### Wiring by layer, run 1

Only two layers are drawn.
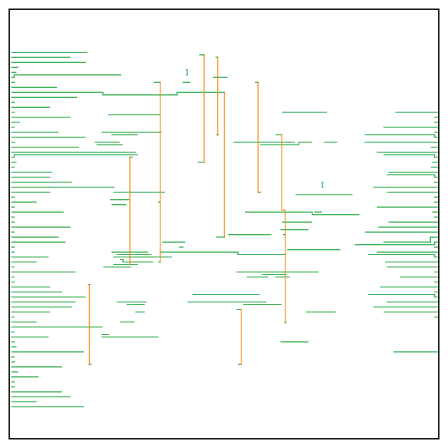
### Wires at chosen ports, followed through buffers, run 1

The bar under the picture is 20 microns long.
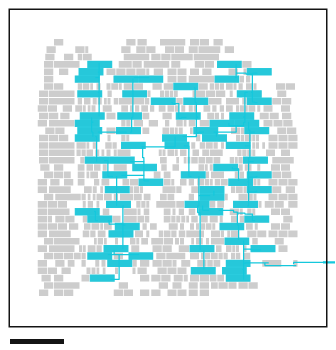
### Wire density map, run 1

The die is cut into 23 by 23 equal tiles; white is low, dark blue is high, scaled to the fullest tile. Values are wire area over tile area, all layers added.
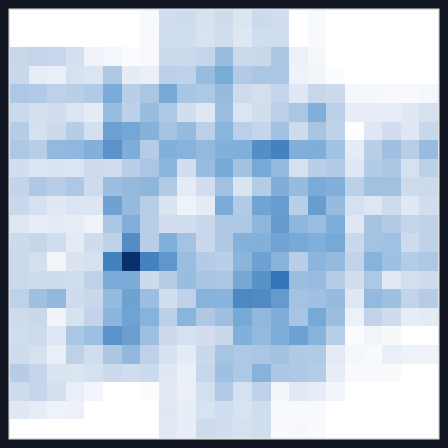
### src/rtl/alu_operand_stage_if.sv
// Operand request / operand delivery bundle for one ALU operand stage.
interface alu_operand_stage_if #(
   parameter int unsigned WIDTH   = 32,
   parameter int unsigned NUM_SRC = 4,
   parameter int unsigned SEL_W   = 2,
   parameter int unsigned IMM_W   = 16
);
   logic [NUM_SRC*WIDTH-1:0] src_data;
   logic [SEL_W-1:0]         sel;
   logic [IMM_W-1:0]         imm;
   logic [1:0]               imm_mode;
   logic                     in_valid;
   logic                     in_ready;
   logic [WIDTH-1:0]         out_data;
   logic                     out_err;
   logic                     out_valid;
   logic                     out_ready;

   // Requester side: issues operand requests and consumes results.
   modport master (
      output src_data, sel, imm, imm_mode, in_valid, out_ready,
      input  in_ready, out_data, out_err, out_valid
   );

   // Stage side.
   modport slave (
      input  src_data, sel, imm, imm_mode, in_valid, out_ready,
      output in_ready, out_data, out_err, out_valid
   );
endinterface

### src/rtl/alu_operand_stage.sv
// Registered N-source / immediate operand select with a 2-entry (output + skid) buffer.
module alu_operand_stage #(
   parameter int unsigned WIDTH   = 32,
   parameter int unsigned NUM_SRC = 4,
   parameter int unsigned SEL_W   = 2,
   parameter int unsigned IMM_W   = 16
) (
   input logic                clk,
   input logic                rst_n,
   input logic                flush_i,
   alu_operand_stage_if.slave bus
);

   logic [WIDTH-1:0] sel_data;
   logic             sel_err;

   logic [WIDTH-1:0] out_data_q, out_data_d;
   logic             out_err_q, out_err_d;
   logic             out_valid_q, out_valid_d;
   logic [WIDTH-1:0] skid_data_q, skid_data_d;
   logic             skid_err_q, skid_err_d;
   logic             skid_valid_q, skid_valid_d;

   logic accept;
   logic drain;

   // Operand selection ahead of the registers; out-of-range source reads as zero with err.
   always_comb begin
      sel_data = '0;
      sel_err  = 1'b0;
      case (bus.imm_mode)
         2'b00: begin
            sel_err = 1'b1;
            for (int unsigned k = 0; k < NUM_SRC; k++) begin
               if (32'(bus.sel) == k) begin
                  sel_data = bus.src_data[k*WIDTH +: WIDTH];
                  sel_err  = 1'b0;
               end
            end
         end
         2'b01:   sel_data = {{(WIDTH-IMM_W){bus.imm[IMM_W-1]}}, bus.imm};
         2'b10:   sel_data = {{(WIDTH-IMM_W){1'b0}}, bus.imm};
         default: sel_data = {bus.imm, {(WIDTH-IMM_W){1'b0}}};
      endcase
   end

   // in_ready is the registered "skid empty" flag, so out_ready never reaches it combinationally.
   assign accept = bus.in_valid & ~skid_valid_q;
   assign drain  = out_valid_q & bus.out_ready;

   // Next-state for output register and skid entry; flush overrides every handshake.
   always_comb begin
      out_data_d   = out_data_q;
      out_err_d    = out_err_q;
      out_valid_d  = out_valid_q;
      skid_data_d  = skid_data_q;
      skid_err_d   = skid_err_q;
      skid_valid_d = skid_valid_q;
      if (flush_i) begin
         out_valid_d  = 1'b0;
         skid_valid_d = 1'b0;
      end else if (!out_valid_q || drain) begin
         // Output slot is free this edge: skid (older) wins, else take the new request.
         if (skid_valid_q) begin
            out_data_d   = skid_data_q;
            out_err_d    = skid_err_q;
            out_valid_d  = 1'b1;
            skid_valid_d = 1'b0;
         end else if (accept) begin
            out_data_d  = sel_data;
            out_err_d   = sel_err;
            out_valid_d = 1'b1;
         end else begin
            out_valid_d = 1'b0;
         end
      end else if (accept) begin
         skid_data_d  = sel_data;
         skid_err_d   = sel_err;
         skid_valid_d = 1'b1;
      end
   end

   // State registers with asynchronous reset.
   always_ff @(posedge clk or negedge rst_n) begin
      if (!rst_n) begin
         out_data_q   <= '0;
         out_err_q    <= 1'b0;
         out_valid_q  <= 1'b0;
         skid_data_q  <= '0;
         skid_err_q   <= 1'b0;
         skid_valid_q <= 1'b0;
      end else begin
         out_data_q   <= out_data_d;
         out_err_q    <= out_err_d;
         out_valid_q  <= out_valid_d;
         skid_data_q  <= skid_data_d;
         skid_err_q   <= skid_err_d;
         skid_valid_q <= skid_valid_d;
      end
   end

   assign bus.in_ready  = ~skid_valid_q;
   assign bus.out_data  = out_data_q;
   assign bus.out_err   = out_err_q;
   assign bus.out_valid = out_valid_q;

endmodule

### src/flat_wrapper.sv
// flat-port wrapper written by rule: the top's interface ports become plain ports
module alu_operand_stage_flat 
#(
   parameter int unsigned WIDTH   = 32,
   parameter int unsigned NUM_SRC = 4,
   parameter int unsigned SEL_W   = 2,
   parameter int unsigned IMM_W   = 16
)
  (clk, rst_n, flush_i, bus_src_data, bus_sel, bus_imm, bus_imm_mode, bus_in_valid, bus_out_ready, bus_in_ready, bus_out_data, bus_out_err, bus_out_valid);
  alu_operand_stage_if #(.WIDTH(WIDTH), .NUM_SRC(NUM_SRC), .SEL_W(SEL_W), .IMM_W(IMM_W)) bus_i ();
  input logic clk;
  input logic rst_n;
  input logic flush_i;
  input wire logic [$bits(bus_i.src_data)-1:0] bus_src_data;
  input wire logic [$bits(bus_i.sel)-1:0] bus_sel;
  input wire logic [$bits(bus_i.imm)-1:0] bus_imm;
  input wire logic [$bits(bus_i.imm_mode)-1:0] bus_imm_mode;
  input wire logic [$bits(bus_i.in_valid)-1:0] bus_in_valid;
  input wire logic [$bits(bus_i.out_ready)-1:0] bus_out_ready;
  output wire logic [$bits(bus_i.in_ready)-1:0] bus_in_ready;
  output wire logic [$bits(bus_i.out_data)-1:0] bus_out_data;
  output wire logic [$bits(bus_i.out_err)-1:0] bus_out_err;
  output wire logic [$bits(bus_i.out_valid)-1:0] bus_out_valid;
  assign bus_i.src_data = bus_src_data;
  assign bus_i.sel = bus_sel;
  assign bus_i.imm = bus_imm;
  assign bus_i.imm_mode = bus_imm_mode;
  assign bus_i.in_valid = bus_in_valid;
  assign bus_i.out_ready = bus_out_ready;
  assign bus_in_ready = bus_i.in_ready;
  assign bus_out_data = bus_i.out_data;
  assign bus_out_err = bus_i.out_err;
  assign bus_out_valid = bus_i.out_valid;
  alu_operand_stage #(.WIDTH(WIDTH), .NUM_SRC(NUM_SRC), .SEL_W(SEL_W), .IMM_W(IMM_W)) u_core (.clk(clk), .rst_n(rst_n), .flush_i(flush_i), .bus(bus_i));
endmodule
### config.mk
export PLATFORM = sky130hd
export DESIGN_NAME = alu_operand_stage_flat
export DESIGN_NICKNAME = d
export VERILOG_FILES = /design/src/rtl/alu_operand_stage_if.sv /design/src/rtl/alu_operand_stage.sv /design/src/flat_wrapper.sv
export SDC_FILE = /design/constraint.sdc
export NUM_CORES = 1
export LEC_CHECK = 0
export ABC_CLOCK_PERIOD_IN_PS = 2900
export CORE_MARGIN = 10
export CORE_UTILIZATION = 46
export CTS_CLUSTER_SIZE = 24
export DETAILED_ROUTE_END_ITERATION = 8
export GPL_ROUTABILITY_DRIVEN = 0
export PLACE_DENSITY = 0.87
export SYNTH_ARGS = -nofsm -noshare
export SYNTH_HDL_FRONTEND = slang
export SYNTH_SLANG_ARGS = --single-unit
### constraint.sdc
create_clock -name clk -period 2.9 [get_ports clk]
set_input_delay 0.87 -clock clk [delete_from_list [all_inputs] [get_ports clk]]
set_output_delay 0.87 -clock clk [all_outputs]
set_load 0.01 [all_outputs]
==> CHANGELOG.md, run 1 <==
### Changed

- H-tree depth: 3
- Outcome: completed
- CTS max path bufs: 2
- Die footprint: 13600 sq um
- Hold buffer count at CTS: 0
- Detailed placement HPWL: 12100 microns
- CP required: 2.03 ns
- Max-slew headroom: 67.4%
- Top routing layer in use: met4
- Setup_tns: 0 ns
- FF-to-FF setup slack: 0.91 ns
- Grt ovf: 0
- Synth flops: 68
- Crit. End Element: primary output
- Clk latency late pin: 0.34 ns
- Top Ports: 188
- Cell count after synthesis: 439
- Yosys stat area: 4290 sq um
- Flop share of the area: 26.3%
- # port buffers: 187
- First-pass iteration count of the detailed router: 5
- Sequential-to-total area share from yosys stat: 39.6%
- Async set or reset register ratio after synthesis: 100%
- CTS sink cnt: 68
- Hold Fails Final Rpt: 0
- Inverters: 2
- Flop count: 68
- Resized Gates After CTS: 0
- Multi-In Gates: 328
- Hold Startpoint: u_core.bus.out_data[25]
- CTS Buf Count: 9
- Clock buffer cells: 13
- Post-synth EDFFs: 0
- Max-Cap Viols: 0
-- 'Wiring by layer' (at the start) --
layer	colour	wire length
met3	green	1650 microns
met4	orange	287 microns

-- 'Wires at chosen ports, followed through buffers' (at the start) --
port	colour	bits	direction	end cells	buffers	wire
rst_n	cyan	1	input	68	2	492 microns

-- 'Wire density map' (at the start) --
mean over tiles	0.19
nearly empty tiles	14%
emptiest ninth of the die	upper right
densest ninth of the die	centre
fullest tile	0.78
Via Count: 4375
global-route total usage across every layer: 22.5%
drt total wl: 15400 microns
Avg WL per Cell: 20.9 microns

## run 1: power by group
part	internal, mW	leakage (nW)	switching [mW]	total, mW
Clock	0.372	0.0876	0.352	0.724
Sequential	1.14	0.871	0.112	1.25
Combinational	0.529	1.67	0.395	0.924
## run 1: worst max-delay path: stages (launching register included)
cell             delay, ns
dfrtp_1               0.35
clkinv_1              0.27
clkdlybuf4s50_1       0.59
## run 1: logic make-up after synthesis
| family | share of synthesized area [%] |
|---|---|
| AOI/OAI and AO/OA | 20.3 |
| DFF | 39.6 |
| buffers and inverters | 5.19 |
| and+or+nand+nor | 17.2 |
| muxes | 17.7 |
## run 1: cell usage after synthesis, types with 2 or more instances
| library cell | number | area (sq um) |
|---|---|---|
| buf_4 | 2 | 15.0 |
| nand2_1 | 70 | 263 |
| nand2b_1 | 11 | 68.8 |
| o21ai_0 | 30 | 150 |
| clkbuf_1 | 23 | 86.3 |
| nor2b_1 | 3 | 18.8 |
| o21ai_1 | 4 | 20.0 |
| a21boi_0 | 15 | 113 |
| dfrtp_1 | 68 | 1700 |
| o21a_1 | 16 | 120 |
| nand3_1 | 20 | 100 |
| nor4_1 | 2 | 12.5 |
| buf_2 | 10 | 50.1 |
| mux4_1 | 17 | 447 |
| mux4_2 | 6 | 135 |
| buf_6 | 4 | 45.0 |
| a221oi_1 | 14 | 123 |
| nor2_1 | 22 | 82.6 |
| or3_1 | 5 | 31.3 |
| nor3_1 | 13 | 65.1 |
| a21oi_1 | 25 | 125 |
| o211ai_1 | 20 | 150 |
| mux2i_1 | 18 | 180 |
| o31ai_1 | 3 | 22.5 |
| nor4b_1 | 2 | 17.5 |
## run 1: placed cells by master, fill, tap and decap left out, types with 2 or more instances in the layout
cell type and count:
mux4_2 6, nor2b_1 3, o21ai_0 30, a21oi_1 25
mux2i_1 18, nand2b_1 11, or3_1 5, buf_4 22
o211ai_1 20, nor2_1 22, o31ai_1 3, nand3_1 20
clkbuf_8 12, clkdlybuf4s50_1 185, a221oi_1 14, nor3_1 12
buf_2 2, o21ai_1 4, nand2_1 70, buf_12 2
a21boi_0 15, dfrtp_1 68, nor4b_1 2, mux4_1 17
nor4_1 2, o21a_1 16
## run 1: worst max-delay path by stage
stage	slack [ns]	from	endpoint	cells past startpoint
floorplan	0.71	bus_sel[0]	u_core.bus.out_data[10]	6
global placement	0.26	bus_imm_mode[1]	u_core.skid_data_q[21]	6
detailed placement	0.16	bus_imm_mode[0]	u_core.skid_data_q[27]	5
CTS	0.47	u_core.skid_valid_q	bus_in_ready	2
global route	0.39	bus_imm_mode[0]	u_core.skid_data_q[27]	5
finish	0.47	u_core.skid_valid_q	bus_in_ready	2
## run 1: layer usage
layer,vias up,GRT usage (%)
met1,2119,25.2
li1,1998,-
met5,-,0
met3,22,7.76
met2,236,39.0
met4,0,7.74
## run 1: flip-flops by register name (all words and copies together) (netlist names)
name,count
u_core.bus.out_data,32
u_core.skid_data_q,32
u_core.bus.out_err,1
u_core.bus.out_valid,1
u_core.skid_err_q,1
u_core.skid_valid_q,1
### M2 wires, run 1

The bar under the picture is 20 microns long.
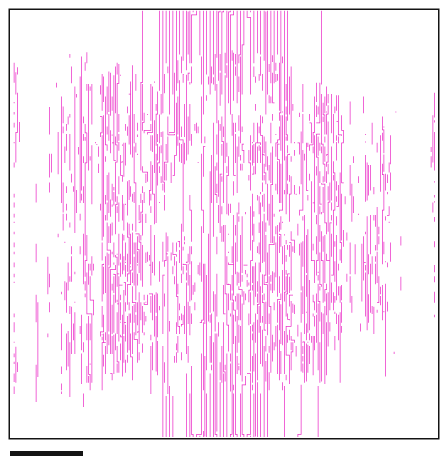

--- run 2 (diff from run 1) ---
--- a/config.mk
+++ b/config.mk
@@ -5,13 +5,13 @@
 export SDC_FILE = /design/constraint.sdc
 export NUM_CORES = 1
 export LEC_CHECK = 0
-export ABC_CLOCK_PERIOD_IN_PS = 2900
+export ABC_CLOCK_PERIOD_IN_PS = 2200
 export CORE_MARGIN = 10
-export CORE_UTILIZATION = 46
+export CORE_UTILIZATION = 39
 export CTS_CLUSTER_SIZE = 24
 export DETAILED_ROUTE_END_ITERATION = 8
 export GPL_ROUTABILITY_DRIVEN = 0
-export PLACE_DENSITY = 0.87
+export PLACE_DENSITY = 0.78
 export SYNTH_ARGS = -nofsm -noshare
 export SYNTH_HDL_FRONTEND = slang
 export SYNTH_SLANG_ARGS = --single-unit
==> constraint.sdc (replaced) <==
create_clock -name clk -period 2.2 [get_ports clk]
set_input_delay 0.66 -clock clk [delete_from_list [all_inputs] [get_ports clk]]
set_output_delay 0.66 -clock clk [all_outputs]
set_load 0.01 [all_outputs]
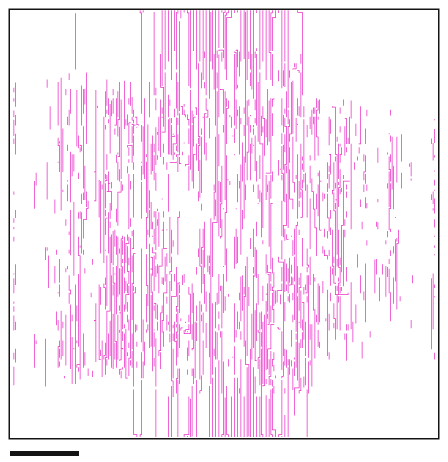
*M2 wires, run 2*
The bar under the picture is 20 microns long.
longest straight run	48.3 microns
nets with wire on the layer	685

==> run 2 against run 1 <==
- combinational power grew 35%
- via count shrank 1.2%
- largest power group unchanged
- routed wire length grew 1.6%
- clock skew is essentially flat
- design area grew 3.9%
- count of clock-buffer cells in the layout shrank 1
- highest routed layer unchanged
- power grew 30%
- largest cell class unchanged
- sequential share of layout area shrank 1.0 points
- register-to-register slack lost 0.51 ns
- global-route usage shrank 2.9 points
- sequential cell count is the same
==> CHANGELOG.md, run 2 <==
### Changed

- Outcome: completed
- Yosys top cell by area: dfrtp_1
- Dominant logic cell type in the layout: clkdlybuf4s50_1
- Sw Pwr: 1.11 mW (+29%)
- Simple-gate share of the synthesized area: 17.2% (unchanged)
- Max-Cap Viols: 0 (unchanged)
- # port buffers: 187 (unchanged)
- Critical Path End: u_core.bus.out_data[30]
- P_int: 2.66 mW (+30%)
- Commonest cells post-synth: nand2_1 (70), dfrtp_1 (68), o21ai_0 (30), a21oi_1 (25), clkbuf_1 (23)
- Sequential-to-total area share from yosys stat: 39.6% (unchanged)
- CTS max path bufs: 2 (unchanged)
- Multiplexer share: 17.7% (unchanged)
- Most numerous logic cells after layout: clkdlybuf4s50_1 (185), nand2_1 (70), dfrtp_1 (68)
- Max-slew headroom: 64.1% (-3.3 points)
- Sequential power share: 43.6% (+0.4 points)
- Die footprint: 15600 sq um (+15%)
- Clock network power share: 23.2% (-1.8 points)
- XOR Share, Synth: 0% (unchanged)
- First-pass iteration count of the detailed router: 5 (unchanged)
- Crit. End Element: flop
- CTS sink cnt: 68 (unchanged)
- Clk latency late pin: 0.34 ns (about the same)
- Adder Share, Synth: 0% (unchanged)
- Resized Gates After CTS: 0 (unchanged)
- Grt ovf: 0 (unchanged)
- CTS Buf Count: 9 (unchanged)
- Cell count after synthesis: 439 (unchanged)
- Most frequent cell after synthesis: nand2_1
- Detailed placement HPWL: 12400 microns (+2.5%)
- Avg WL per Cell: 19.9 microns (-4.9%)
- Combinational share of power: 33.2% (+1.4 points)
- Async set or reset register ratio after synthesis: 100% (unchanged)
- Global-route total usage across every layer: 19.6% (-2.9 points)
- H-tree depth: 3 (unchanged)
- Yosys stat area: 4290 sq um (unchanged)
- Drt total wl: 15600 microns (+1.6%)
- Synth flops: 68 (unchanged)
-- run 2: cell types whose count changed in the layout (fill, tap and decap cells not counted), sizes merged --
cell,change
clkinv,+1
buf,+21
clkbuf,-1
-- run 2: logic make-up after synthesis --
family          count (synthesis)
compound gates                133
buf+inv                        43
flops                          68
mux                            41
simple gates                  154
-- run 2: routing by layer --
metal  global-route usage, %  vias up  routed length [microns]
li1                        -     2041                        -
met2                    32.8      215                     7710
met3                    6.55       29                     1520
met4                    6.10        0                      327
met5                       0        -                        0
met1                    23.3     2037                     6050
-- run 2: worst min path at each step --
| stage | startpoint | end | slack, ns | cells past startpoint |
|---|---|---|---|---|
| 4_1_cts | rst_n | u_core.bus.out_err | 0.35 | 2 |
| 5_1_grt | rst_n | u_core.skid_data_q[15] | 0.37 | 2 |
| 3_3_place_gp | u_core.skid_data_q[15] | u_core.skid_data_q[15] | 0.45 | 2 |
| 3_5_place_dp | u_core.skid_data_q[15] | u_core.skid_data_q[15] | 0.46 | 2 |
| 6_report | rst_n | u_core.bus.out_err | 0.34 | 2 |
| 2_1_floorplan | rst_n | u_core.bus.out_data[0] | 0.36 | 0 |
-- run 2: power by group through the flow --
| stage | Combinational [mW] | Sequential [mW] | Clock (mW) |
|---|---|---|---|
| detailed placement | 1.26 | 1.66 | 0 |
| global route | 1.37 | 1.67 | 0.943 |
| CTS | 1.27 | 1.64 | 0.879 |
| global placement | 1.23 | 1.65 | 0 |
| finish | 1.25 | 1.64 | 0.875 |
| floorplan | 0.496 | 1.68 | 0 |
-- run 2: final cells by class --
type	count	area, sq um
flip-flops and latches	68	1700
repair buffers	232	2300
clock buffers	12	145
well taps	140	175
multi-input cells	328	2380
clock inverters	2	12.5
inverters	2	7.51
fillers	909	4070
-- run 2: worst max-delay path: stages --
cell and delay, ns:
clkdlybuf4s50_1 0.42, buf_4 0.14, or3_1 0.46, buf_4 0.24
a21oi_1 0.23, o21ai_1 0.11
Power is estimated from default activity; no workload was simulated.
